**M1 wires**

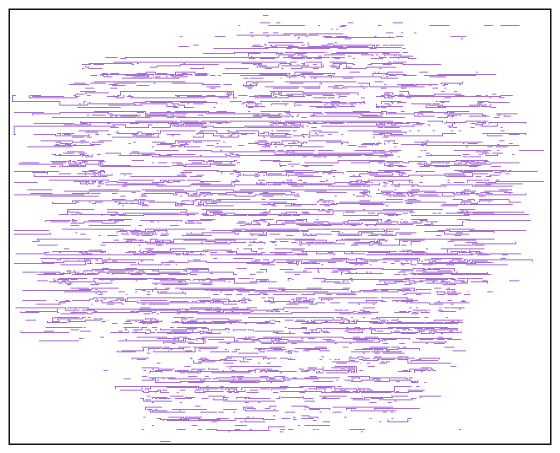
**Placed standard cells**

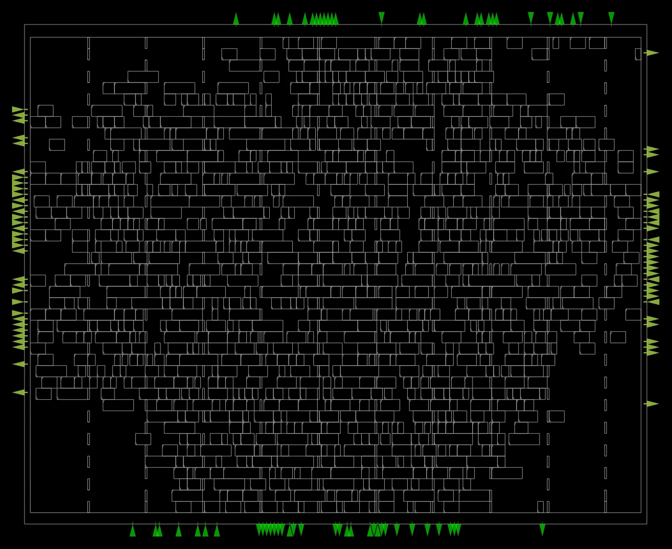
**Where the registers sit**

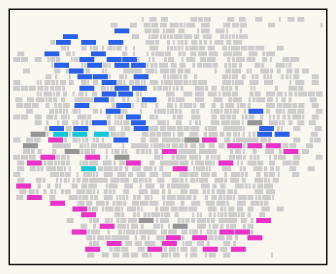
**Local utilization**

15 x 12 tiles, from white (low) to dark blue (high), 0 to 100% covered.
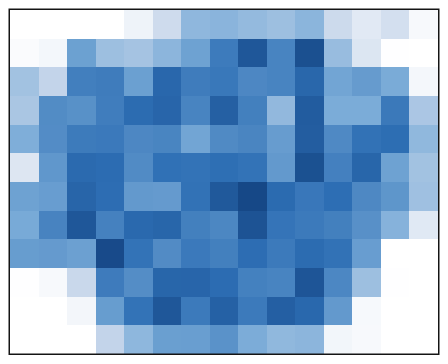
**Met2 routing**

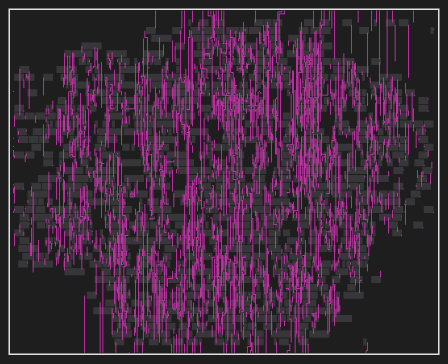
## config.mk

```make
export PLATFORM = sky130hd
export DESIGN_NAME = laser_pool
export DESIGN_NICKNAME = d
export VERILOG_FILES = /design/src/rtl/laser_pool.sv
export SDC_FILE = /design/constraint.sdc
export NUM_CORES = 1
export LEC_CHECK = 0
export CAP_MARGIN = 20
export CORE_ASPECT_RATIO = 0.8
export CORE_UTILIZATION = 45
export DETAILED_ROUTE_END_ITERATION = 8
export PLACE_DENSITY = 0.75
export SYNTH_ARGS = -nofsm -noshare
export SYNTH_HDL_FRONTEND = slang
export SYNTH_SLANG_ARGS = --single-unit
```

## constraint.sdc

```tcl
create_clock -name clk -period 5.7 [get_ports clk]
set_input_delay 1.14 -clock clk [delete_from_list [all_inputs] [get_ports clk]]
set_output_delay 1.14 -clock clk [all_outputs]
set_load 0.02 [all_outputs]
```

## src/rtl/laser_pool.sv

```systemverilog
// laser_pool: multi-slot cannon laser manager.
//   Spawns lasers from the cannon on a fire request at a frame tick,
//   moves them up SPEED pixels per frame, and retires them on top exit
//   or alien hit. Produces a registered per-pixel laser_gfx.
// Ports:
//   clk, reset         pixel clock, synchronous active-high reset
//   hpos, vpos         current pixel column/row
//   vsync              vertical sync; rising edge is the frame tick
//   shoot              fire button
//   cannon_x           cannon left column
//   hit[i]             alien-hit strobe for slot i
//   laser_active[i]    slot i in flight
//   laser_x, laser_y   slot i position at bits [10i+9:10i]
//   laser_gfx          current pixel (one cycle earlier) inside an active laser
//   fired              one-cycle pulse when a laser spawns
module laser_pool #(
  parameter int unsigned NUM_LASERS = 4,
  parameter int unsigned CANNON_Y   = 440,
  parameter int unsigned X_OFFSET   = 7,
  parameter int unsigned LASER_W    = 2,
  parameter int unsigned LASER_H    = 8,
  parameter int unsigned SPEED      = 4,
  parameter int unsigned COOLDOWN   = 8,
  parameter int unsigned AUTO_FIRE  = 0
) (
  input  logic                       clk,
  input  logic                       reset,
  input  logic [9:0]                 hpos,
  input  logic [9:0]                 vpos,
  input  logic                       vsync,
  input  logic                       shoot,
  input  logic [9:0]                 cannon_x,
  input  logic [NUM_LASERS-1:0]      hit,
  output logic [NUM_LASERS-1:0]      laser_active,
  output logic [10*NUM_LASERS-1:0]   laser_x,
  output logic [10*NUM_LASERS-1:0]   laser_y,
  output logic                       laser_gfx,
  output logic                       fired
);

  localparam int unsigned PW      = 10;
  localparam int unsigned PW1     = PW + 1;
  localparam int unsigned CW      = (COOLDOWN > 0) ? $clog2(COOLDOWN + 1) : 1;
  localparam int unsigned SPAWN_Y = CANNON_Y - LASER_H;
  localparam int unsigned X_MAX   = 640 - LASER_W;

  logic [NUM_LASERS-1:0]         active_q, active_d;
  logic [NUM_LASERS-1:0][PW-1:0] x_q, x_d;
  logic [NUM_LASERS-1:0][PW-1:0] y_q, y_d;
  logic [CW-1:0]                 cd_q, cd_d;
  logic                          vsync_q, vsync_d;
  logic                          shoot_prev_q, shoot_prev_d;
  logic                          gfx_q, gfx_d;
  logic                          fired_q, fired_d;

  logic                  tick_c;
  logic                  req_c;
  logic                  grant_c;
  logic                  free_found_c;
  logic [NUM_LASERS-1:0] free_sel_c;
  logic [PW1-1:0]        spawn_sum_c;
  logic [PW-1:0]         spawn_x_c;

  // Next-state: hit retire, per-frame motion, fire arbitration, pixel hit test
  always_comb begin
    active_d     = active_q;
    x_d          = x_q;
    y_d          = y_q;
    cd_d         = cd_q;
    vsync_d      = vsync;
    shoot_prev_d = shoot_prev_q;
    gfx_d        = 1'b0;
    fired_d      = 1'b0;
    free_sel_c   = '0;
    free_found_c = 1'b0;

    tick_c = vsync & ~vsync_q;
    req_c  = (AUTO_FIRE != 0) ? shoot : (shoot & ~shoot_prev_q);

    // Lowest-index slot that was free before this edge
    for (int i = 0; i < NUM_LASERS; i++) begin
      if (!active_q[i] && !free_found_c) begin
        free_sel_c[i] = 1'b1;
        free_found_c  = 1'b1;
      end
    end

    grant_c = tick_c & req_c & (cd_q == '0) & free_found_c;

    spawn_sum_c = {1'b0, cannon_x} + PW1'(X_OFFSET);
    spawn_x_c   = (spawn_sum_c > PW1'(X_MAX)) ? PW'(X_MAX) : spawn_sum_c[PW-1:0];

    for (int i = 0; i < NUM_LASERS; i++) begin
      // 11-bit compares so x+W / y+H never wrap
      if (active_q[i] &&
          ({1'b0, hpos} >= {1'b0, x_q[i]}) &&
          ({1'b0, hpos} <  ({1'b0, x_q[i]} + PW1'(LASER_W))) &&
          ({1'b0, vpos} >= {1'b0, y_q[i]}) &&
          ({1'b0, vpos} <  ({1'b0, y_q[i]} + PW1'(LASER_H)))) begin
        gfx_d = 1'b1;
      end

      // A hit wins over motion; position is kept
      if (active_q[i] && hit[i]) begin
        active_d[i] = 1'b0;
      end else if (tick_c && active_q[i]) begin
        if (y_q[i] < PW'(SPEED)) begin
          active_d[i] = 1'b0;
        end else begin
          y_d[i] = y_q[i] - PW'(SPEED);
        end
      end

      // Granted slot was inactive before the edge, so no conflict with the above
      if (grant_c && free_sel_c[i]) begin
        active_d[i] = 1'b1;
        x_d[i]      = spawn_x_c;
        y_d[i]      = PW'(SPAWN_Y);
      end
    end

    if (tick_c) begin
      shoot_prev_d = shoot;
      if (cd_q != '0) begin
        cd_d = cd_q - CW'(1);
      end
    end

    if (grant_c) begin
      cd_d    = CW'(COOLDOWN);
      fired_d = 1'b1;
    end
  end

  // State and output registers
  always_ff @(posedge clk) begin
    if (reset) begin
      active_q     <= '0;
      x_q          <= '0;
      y_q          <= '0;
      cd_q         <= '0;
      vsync_q      <= 1'b0;
      shoot_prev_q <= 1'b0;
      gfx_q        <= 1'b0;
      fired_q      <= 1'b0;
    end else begin
      active_q     <= active_d;
      x_q          <= x_d;
      y_q          <= y_d;
      cd_q         <= cd_d;
      vsync_q      <= vsync_d;
      shoot_prev_q <= shoot_prev_d;
      gfx_q        <= gfx_d;
      fired_q      <= fired_d;
    end
  end

  assign laser_active = active_q;
  assign laser_x      = x_q;
  assign laser_y      = y_q;
  assign laser_gfx    = gfx_q;
  assign fired        = fired_q;

endmodule
```

==> changes_impl.md <==
## Flow update

- Status: completed
- Finished layout cell area: 9442 um2
- CP Cell Sequence: clkdlybuf4s50_1 > inv_1 > ha_1 > nor2b_1 > a22o_1 > nand4_1 > a31oi_1 > nor2_1 > a211oi_1
- Core Util at FP: 0.4675
- Final min period: 3.693 ns
- Most common cell in the netlist: ha_1
- # port buffers: 115
- CTS Buffer Depth: 2
- Worst Path Buf+Inv: 2
- Crit path from: cannon_x[0]
- Final #Nets: 1,251
- Endpoints failing hold: 0
- Logic pwr share: 0.279
- CP Launch Type: input pin
- Routed vias/inst: 5.636
- Net Sw Power: 0.5848 mW
- Worst r2r dst: laser_gfx
- Worst r2r src: laser_x[13]
- First-pass GRT wire length: 35,200 um
- CTS tree: done
- Hpwl dp: 17,470 um
- CTS Hold Bufs: 0
- Die W: 149.5 um
- Top cell category: logic gates
- DR WL/cell: 17.25 um
- Largest net degree at the start of global routing: 53
- Die area: 17,950 um2
- H-tree lvl count: 3
- Worst slew pin tran: 0.9624 ns
- Met2 usage in global routing: 0.3513
- WL met1: 10,980 um
- Sequential share of power: 0.374
- Via Count: 7,208
- Power Clock: 0.617 mW
- Top layer reached by signal wires: met4
- Share of layout cells above drive strength 1: 0.04438
- Worst-path clk slew: 0.06 ns
- Clk_buf instances: 11
- Post-synth seq share: 0.2146
- Max-slew violations: 0
- Combinational Power: 0.497 mW
- WHS Endpoint: shoot_prev_q
- CTS Buf Count: 9
- Most numerous logic cell after layout: ha_1
- Static Leak: 3.452 nW
- CTS sink count: 84
- Setup tns final: 0 ns
- Clk_lat worst skew: 0.35 ns
- Met1 global-route usage: 0.3895
- Path depth of the worst reg2reg path: 13
- Layout overhead on the synthesized area: 20.49%
- Tap Cells: 220
- Worst Hold Class: flop to flop
- Min Hold Slack: 0.4599 ns
- Power per cell area: 188.5 nW/um2
- Yosys Warn Count: 0
- Pint: 1.195 mW
- # diodes: 0
- Synthesized registers: 84
- Asr flop ratio synth: 0
- Relative slew slack: 0.3554
- Drt pass-1 iters: 7
- Multi-input gates: 754
- GP Congestion: 0.9271
- OpenROAD warnings: 43
- Top cells, area: ha_1 (25%), dfxtp_1 (21%), xnor2_1 (9.1%)
- Setup bufs post-CTS: 0
- Signal inverters: 86
- Worst R2R Setup Slack: 2.41 ns
- Top cells by count: ha_1 (159), inv_1 (85), dfxtp_1 (84)
- Hold_sp: shoot_prev_q
- Final count of negative-setup-slack endpoints: 0
Notes on 'M1 wires' above:
share of all routed wire = 50%
wire length on this layer = 11,000 um
longest straight run = 47.8 um

Notes on 'placed standard cells' above:
Final Non-Filler Cells: 1,279
total core area: 16,760 um2
number of flip-flops and latches: 84

Notes on 'where the registers sit' above:
cyan -> cd_q  # placed flops 4, where left middle
magenta -> laser_y  # placed flops 32
blue -> laser_x  # placed flops 40

Notes on 'local utilization' above:
tiles over 75% full = 19%
emptiest ninth of the die = bottom right
fullest tile = 90%

Notes on 'met2 routing' above:
longest straight run = 43.9 um
wire length on this layer = 8,850 um

through the flow:
step	std cells	utilization	power, mW
floorplan	963	-	1.002
global placement	1263	0.5449	1.157
detailed placement	1263	0.5449	1.170
CTS	1279	0.5632	1.785
global route	1279	0.5632	1.877
finish	1279	0.5632	1.779
flip-flops by register name, indices dropped and copies added, names as in the netlist:
| name | flops |
|---|---|
| laser_x | 40 |
| laser_y | 32 |
| cd_q | 4 |
| laser_active | 4 |
| fired | 1 |
| laser_gfx | 1 |
| shoot_prev_q | 1 |
| vsync_q | 1 |
worst min-delay path, delay by kind of cell (launching register included):
family	cells	cell delay (ns)
flip-flops	1	0.31
AND/OR/NAND/NOR	1	0.05
AND-OR/OR-AND	1	0.05
Power figures rest on the tool's default switching activity, not on a simulated workload.
